==> src/rtl/if_id_reg_pkg.sv <==
// Shared core definitions: exception codes, fixed addresses and the D-stage bundle.
package if_id_reg_pkg;

  typedef logic [4:0] exc_t;

  localparam exc_t        EXC_NONE        = 5'd0;
  localparam exc_t        EXC_ADEL        = 5'd4;

  localparam logic [31:0] CORE_RESET_PC   = 32'h0000_3000;
  localparam logic [31:0] CORE_HANDLER_PC = 32'h0000_4180;
  localparam logic [31:0] CORE_NOP_INSTR  = 32'h0000_0000;

  // Decode-stage contents; later stage registers carry the same fields forward.
  typedef struct packed {
    logic [31:0] instr;
    logic [31:0] pc;
    exc_t        exccode;
    logic        bd;
    logic        valid;
  } d_bundle_t;

  // Empty slot: nop word, no fault, not a delay slot, not valid.
  function automatic d_bundle_t d_bubble(input logic [31:0] nop, input logic [31:0] pc);
    d_bundle_t b;
    b.instr   = nop;
    b.pc      = pc;
    b.exccode = EXC_NONE;
    b.bd      = 1'b0;
    b.valid   = 1'b0;
    return b;
  endfunction

endpackage

==> src/rtl/if_id_reg_if.sv <==
// Fetch-to-decode bus: F-side inputs, D-side outputs and the stage counters.
interface if_id_reg_if
  import if_id_reg_pkg::*;
#(
  parameter int CNT_W = 32
);
  logic             en;
  logic             IntReq;
  logic             eret;
  logic             bd_F;
  logic [31:0]      instr_F;
  logic [31:0]      PC_F;
  exc_t             exccode_F;

  logic [31:0]      instr_D;
  logic [31:0]      PC_D;
  exc_t             exccode_D;
  logic             bd_D;
  logic             valid_D;
  logic [CNT_W-1:0] fetch_count;
  logic [CNT_W-1:0] stall_count;

  modport master (
    output en, IntReq, eret, bd_F, instr_F, PC_F, exccode_F,
    input  instr_D, PC_D, exccode_D, bd_D, valid_D, fetch_count, stall_count
  );

  modport slave (
    input  en, IntReq, eret, bd_F, instr_F, PC_F, exccode_F,
    output instr_D, PC_D, exccode_D, bd_D, valid_D, fetch_count, stall_count
  );
endinterface

==> src/rtl/if_id_reg_sat_counter.sv <==
// Saturating up-counter: +1 per cycle when inc is high, sticks at all-ones.
module sat_counter #(
  parameter int W = 32
) (
  input  logic         clk,
  input  logic         reset,
  input  logic         inc,
  output logic [W-1:0] count
);

  // Count up, never wrap past all-ones.
  always_ff @(posedge clk or negedge reset) begin
    if (!reset)                 count <= '0;
    else if (inc && ~&count)    count <= count + 1'b1;
  end

endmodule

==> src/rtl/if_id_reg.sv <==
// IF/ID pipeline register: stall hold, flush-to-bubble, nop for faulting fetches,
// plus saturating counters for accepted fetches and held-valid stall cycles.
module if_id_reg
  import if_id_reg_pkg::*;
#(
  parameter logic [31:0] RESET_PC  = CORE_RESET_PC,
  parameter logic [31:0] NOP_INSTR = CORE_NOP_INSTR,
  parameter int          CNT_W     = 32
) (
  input  logic         clk,
  input  logic         reset,
  if_id_reg_if.slave   bus
);

  d_bundle_t d_q, d_nxt;
  logic      flush, load, stall_hit;

  // Flush beats stall beats load; a held bubble is not a stall worth counting.
  assign flush     = bus.IntReq | bus.eret;
  assign load      = bus.en & ~flush;
  assign stall_hit = ~bus.en & ~flush & d_q.valid;

  // Next D-stage contents.
  always_comb begin
    d_nxt = d_q;
    if (flush) begin
      d_nxt = d_bubble(NOP_INSTR, 32'h0);
    end else if (bus.en) begin
      d_nxt.pc      = bus.PC_F;
      d_nxt.bd      = bus.bd_F;
      d_nxt.exccode = bus.exccode_F;
      d_nxt.valid   = 1'b1;
      // A faulting fetch must not act downstream; PC still travels for EPC.
      d_nxt.instr   = (bus.exccode_F != EXC_NONE) ? NOP_INSTR : bus.instr_F;
    end
  end

  // Stage register.
  always_ff @(posedge clk or negedge reset) begin
    if (!reset) d_q <= d_bubble(NOP_INSTR, RESET_PC);
    else        d_q <= d_nxt;
  end

  assign bus.instr_D   = d_q.instr;
  assign bus.PC_D      = d_q.pc;
  assign bus.exccode_D = d_q.exccode;
  assign bus.bd_D      = d_q.bd;
  assign bus.valid_D   = d_q.valid;

  sat_counter #(.W(CNT_W)) u_fetch_cnt (
    .clk   (clk),
    .reset (reset),
    .inc   (load),
    .count (bus.fetch_count)
  );

  sat_counter #(.W(CNT_W)) u_stall_cnt (
    .clk   (clk),
    .reset (reset),
    .inc   (stall_hit),
    .count (bus.stall_count)
  );

endmodule

==> src/flat_wrapper.sv <==
// flat-port wrapper written by rule: the top's interface ports become plain ports
module if_id_reg_flat import if_id_reg_pkg::*;
#(
  parameter logic [31:0] RESET_PC  = CORE_RESET_PC,
  parameter logic [31:0] NOP_INSTR = CORE_NOP_INSTR,
  parameter int          CNT_W     = 32
)
  (clk, reset, bus_en, bus_IntReq, bus_eret, bus_bd_F, bus_instr_F, bus_PC_F, bus_exccode_F, bus_instr_D, bus_PC_D, bus_exccode_D, bus_bd_D, bus_valid_D, bus_fetch_count, bus_stall_count);
  if_id_reg_if #(.CNT_W(CNT_W)) bus_i ();
  input  logic clk;
  input  logic reset;
  input wire logic [$bits(bus_i.en)-1:0] bus_en;
  input wire logic [$bits(bus_i.IntReq)-1:0] bus_IntReq;
  input wire logic [$bits(bus_i.eret)-1:0] bus_eret;
  input wire logic [$bits(bus_i.bd_F)-1:0] bus_bd_F;
  input wire logic [$bits(bus_i.instr_F)-1:0] bus_instr_F;
  input wire logic [$bits(bus_i.PC_F)-1:0] bus_PC_F;
  input wire logic [$bits(bus_i.exccode_F)-1:0] bus_exccode_F;
  output wire logic [$bits(bus_i.instr_D)-1:0] bus_instr_D;
  output wire logic [$bits(bus_i.PC_D)-1:0] bus_PC_D;
  output wire logic [$bits(bus_i.exccode_D)-1:0] bus_exccode_D;
  output wire logic [$bits(bus_i.bd_D)-1:0] bus_bd_D;
  output wire logic [$bits(bus_i.valid_D)-1:0] bus_valid_D;
  output wire logic [$bits(bus_i.fetch_count)-1:0] bus_fetch_count;
  output wire logic [$bits(bus_i.stall_count)-1:0] bus_stall_count;
  assign bus_i.en = bus_en;
  assign bus_i.IntReq = bus_IntReq;
  assign bus_i.eret = bus_eret;
  assign bus_i.bd_F = bus_bd_F;
  assign bus_i.instr_F = bus_instr_F;
  assign bus_i.PC_F = bus_PC_F;
  assign bus_i.exccode_F = bus_exccode_F;
  assign bus_instr_D = bus_i.instr_D;
  assign bus_PC_D = bus_i.PC_D;
  assign bus_exccode_D = bus_i.exccode_D;
  assign bus_bd_D = bus_i.bd_D;
  assign bus_valid_D = bus_i.valid_D;
  assign bus_fetch_count = bus_i.fetch_count;
  assign bus_stall_count = bus_i.stall_count;
  if_id_reg #(.RESET_PC(RESET_PC), .NOP_INSTR(NOP_INSTR), .CNT_W(CNT_W)) u_core (.clk(clk), .reset(reset), .bus(bus_i));
endmodule
==> config.mk <==
export PLATFORM = sky130hd
export DESIGN_NAME = if_id_reg_flat
export DESIGN_NICKNAME = d
export VERILOG_FILES = /design/src/rtl/if_id_reg_pkg.sv /design/src/rtl/if_id_reg_if.sv /design/src/rtl/if_id_reg_sat_counter.sv /design/src/rtl/if_id_reg.sv /design/src/flat_wrapper.sv
export SDC_FILE = /design/constraint.sdc
export NUM_CORES = 1
export LEC_CHECK = 0
export ABC_AREA = 1
export CAP_MARGIN = 20
export CORE_UTILIZATION = 53
export CTS_BUF_LIST = sky130_fd_sc_hd__clkbuf_4 sky130_fd_sc_hd__clkbuf_8
export CTS_CLUSTER_SIZE = 24
export DETAILED_ROUTE_END_ITERATION = 16
export PLACE_DENSITY = 0.93
export SETUP_SLACK_MARGIN = 0.3
export SLEW_MARGIN = 10
export SYNTH_ARGS = -nofsm -noshare
export SYNTH_HDL_FRONTEND = slang
export SYNTH_SLANG_ARGS = --single-unit
==> constraint.sdc <==
create_clock -name clk -period 4.6 [get_ports clk]
set_clock_uncertainty 0.2 [all_clocks]
set_input_delay 0.92 -clock clk [delete_from_list [all_inputs] [get_ports clk]]
set_output_delay 0.92 -clock clk [all_outputs]
set_load 0.02 [all_outputs]
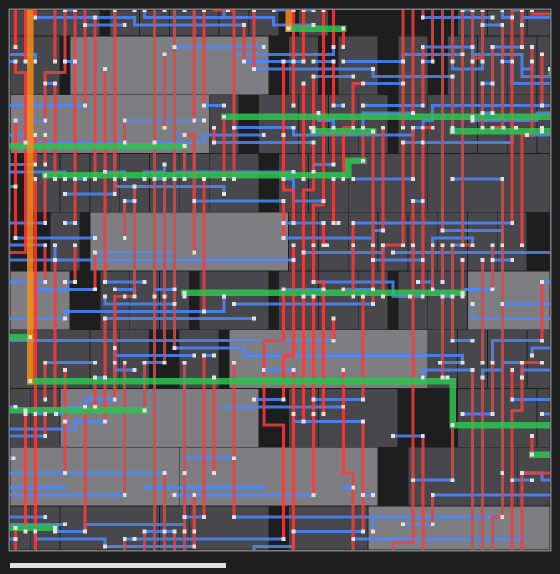
*Zoomed window*
Scale bar: 10 µm. Region (17, 17) to (42, 42) µm. Cells in grey, sequential cells in the stronger grey; small squares are vias.
legend:
  green:
    layer: metal 3
  red:
    layer: metal 2
  blue:
    layer: metal 1
  orange:
    layer: metal 4
sequential cells in the window: 8
cells with their middle in the window: 75
netlist names of flops here include: u_core.u_fetch_cnt.count (6), u_core.bus.instr_D (2)
most frequent: nand2_1 (32), nor2_1 (8), dfrtp_1 (8)

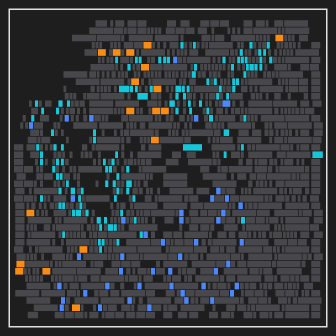
*Gate-type map*
legend:
  cyan:
    family: nor cells
    cells: 118
  blue:
    family: aoi and oai cells
    cells: 44
  orange:
    family: xor and xnor cells
    cells: 18

==> run summary <==
fresh numbers from the pnr run: Synth async-reset ratio=100.0%, stages on the worst setup path=8, global-route wire length before repair=35,240 µm, RSZ-0062 raised after global routing=no, most numerous logic cells after layout=nand2_1, clkdlybuf4s50_1, dfrtp_1, crit path kind=input pin to flop, total track usage=32.01%, Root Driver=clkbuf_8, row count=41, total power after layout=2551 µW, drt wl/cell=15.61 µm, die height=117.9 µm, cell count in the Yosys report=997, die area=0.01390 mm², Total Wirelength=21,660 µm, CLK BUF=23, Max-slew headroom=40.44%, antenna viol nets, final=0, Max Cap Viol=0, Seq Cell Count=135, tool warning count=26, Crit path required time=4800 ps, dpl cell area=0.009336 mm², FA/HA/MAJ Cells, Area Fraction=0.3516%, cell type with the largest total area=dfrtp_1, grt ovf=0, Via Count=7,447, hold endpoint=u_core.bus.PC_D[13], final setup margin=1668 ps, largest net degree at the start of global routing=97, Comb power frac=11.6%, share of total power in the clock network=39.2%, non-clock inverter total of the final layout=69, # H-tree levels=4, synth cell count leaders=nand2_1, dfrtp_1, nand3_1, Top cell area share=46.76%, n_diodes=2, FF+latch area=0.003381 mm², Seq share, synth=47.50%, Late-Pin Clk Latency=460 ps, clock sinks=135, Final Max Slew Viols=0, startpoint class of the critical path=input pin, logic share of the area=34.11%, Top delay family on crit path=buffers and inverters, Placeable Area=0.01288 mm², Avg Cell Area, Syn=7.139 µm², leakage=0.004366 µW, Syn Nets=1,074, #FFs+latches synth=135, share of cells above drive strength 1=5.194%, power density cells=261.4 mW/mm², Crit. Startpoint=bus_IntReq, Power Internal=1899 µW, post-CTS sizing=0, Pre-Place Util=55.28%, YS warnings=0, post-DP HPWL=15,490 µm, Data buffer area share=22.22%, final hold viol count=0, Ports=210, tap cell count=172, vias in the first global route=7,011, Sum Neg Setup Slack=0 ps, post-CTS setup buffers=0, Post-Syn Instances=997, post-synthesis mux area share=0%, fillers=934, most common cell in the netlist=nand2_1, fraction of area in registers=34.65%, XOR Share, Synth=2.215%, reg2reg setup slack=2090 ps, Psw=651.8 µW, Hold Path Origin=u_core.bus.PC_D[13], Num CTS Buffers=17, Placed Instances=1,353, drt drc=0, R2R depth=11, most numerous logic cell after layout=nand2_1, Max Fclk=341.1 MHz, worst hold slack=302.2 ps, Basic Gates by Area=41.04%, deepest clock path buffer count=2, post-synth cell types=28, Post-synth EDFFs=0, crit path max fanout=39, biggest area cells=dfrtp_1, nand2_1, nand3_1, Initial DRC Count=741, status=completed, # setup viols final=0, first-pass iteration count of the detailed router=6, top comb family, area=simple AND/OR/NAND/NOR gates, Critical Path Most Common Cell=nand2_1, logic area=0.003328 mm², initial antenna violation count=2, Final Util=75.78%, kind of end point of the critical path=flop, Main synth FF type=dfrtp_1, Tcrit/Tclk final=63.74%, Critical Path End=u_core.u_fetch_cnt.count[10], CP Cell Sequence=clkdlybuf4s50_1, nor2_4, nand2_1, inv_2, nand2_2, inv_2, nand2_1, nand2_1, CTS clk-pin slew, worst paths=70 ps, Worst Path Arrival=3130 ps, Area Overhead vs Synth=37.09%, hold_buf cts=0, Non-Filler Instances=1,387, Signal buffers=218, Largest cell class=flip-flops and latches, GPL Wtd Cong=0.9553, Post-Place Setup Slack=1210 ps, slowest stage cell, crit path=inv_2, peak supply drop=170.1 µV, Seq pwr share=49.2%, Switching Share=25.56%, WP buf/inv=3, yosys aoi share=3.146%, die width=117.9 µm, Critical R2R Capture=u_core.u_fetch_cnt.count[19], cell area after layout=0.009758 mm², max incr delay on CP=590 ps, Tightest Hold Check Type=flop to flop, synthesis area per yosys=0.007118 mm², Nets=1,278, TritonCTS clock tree=yes, Worst R2R Start=u_core.u_fetch_cnt.count[0]
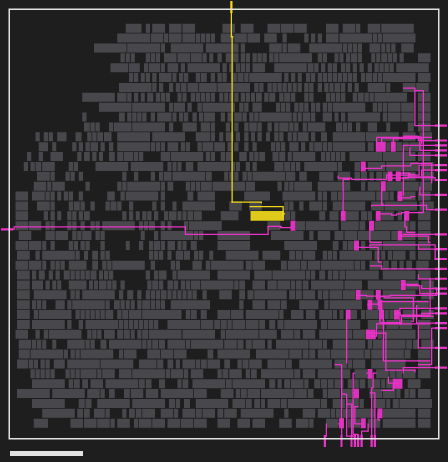
*Port wiring*
Scale bar: 20 µm.
legend:
  magenta:
    port: bus_PC_F
    bits: 32
    direction: input
    end_cells: 32
    wire: 892 µm
  yellow:
    port: bus_bd_D
    bits: 1
    direction: output
    end_cells: 1
    wire: 73.9 µm

-- power by group through the flow --
stage	Clock [µW]	Combinational, µW	Sequential (µW)
after global routing	1070	317	1260
final	999	296	1260
after CTS	1010	298	1250
after detailed placement	0	295	1280
after global placement	0	289	1280
after floorplan	0	81.3	1310
-- metal layers --
layer	wire length, µm	vias up	share of wire, %	track usage (%)
met5	0	-	0	0
met4	641	0	3.0	12.98
met3	1968	49	9.1	8.527
met2	10320	347	48	51.18
met1	8730	3502	40	41.19
li1	-	3549	-	-
-- state kept, by name, indices dropped and copies added (netlist names) --
name                      cells
u_core.bus.PC_D              32
u_core.bus.instr_D           32
u_core.u_fetch_cnt.count     32
u_core.u_stall_cnt.count     32
u_core.bus.exccode_D          5
u_core.bus.bd_D               1
u_core.bus.valid_D            1
Power is estimated from default activity; no workload was simulated.
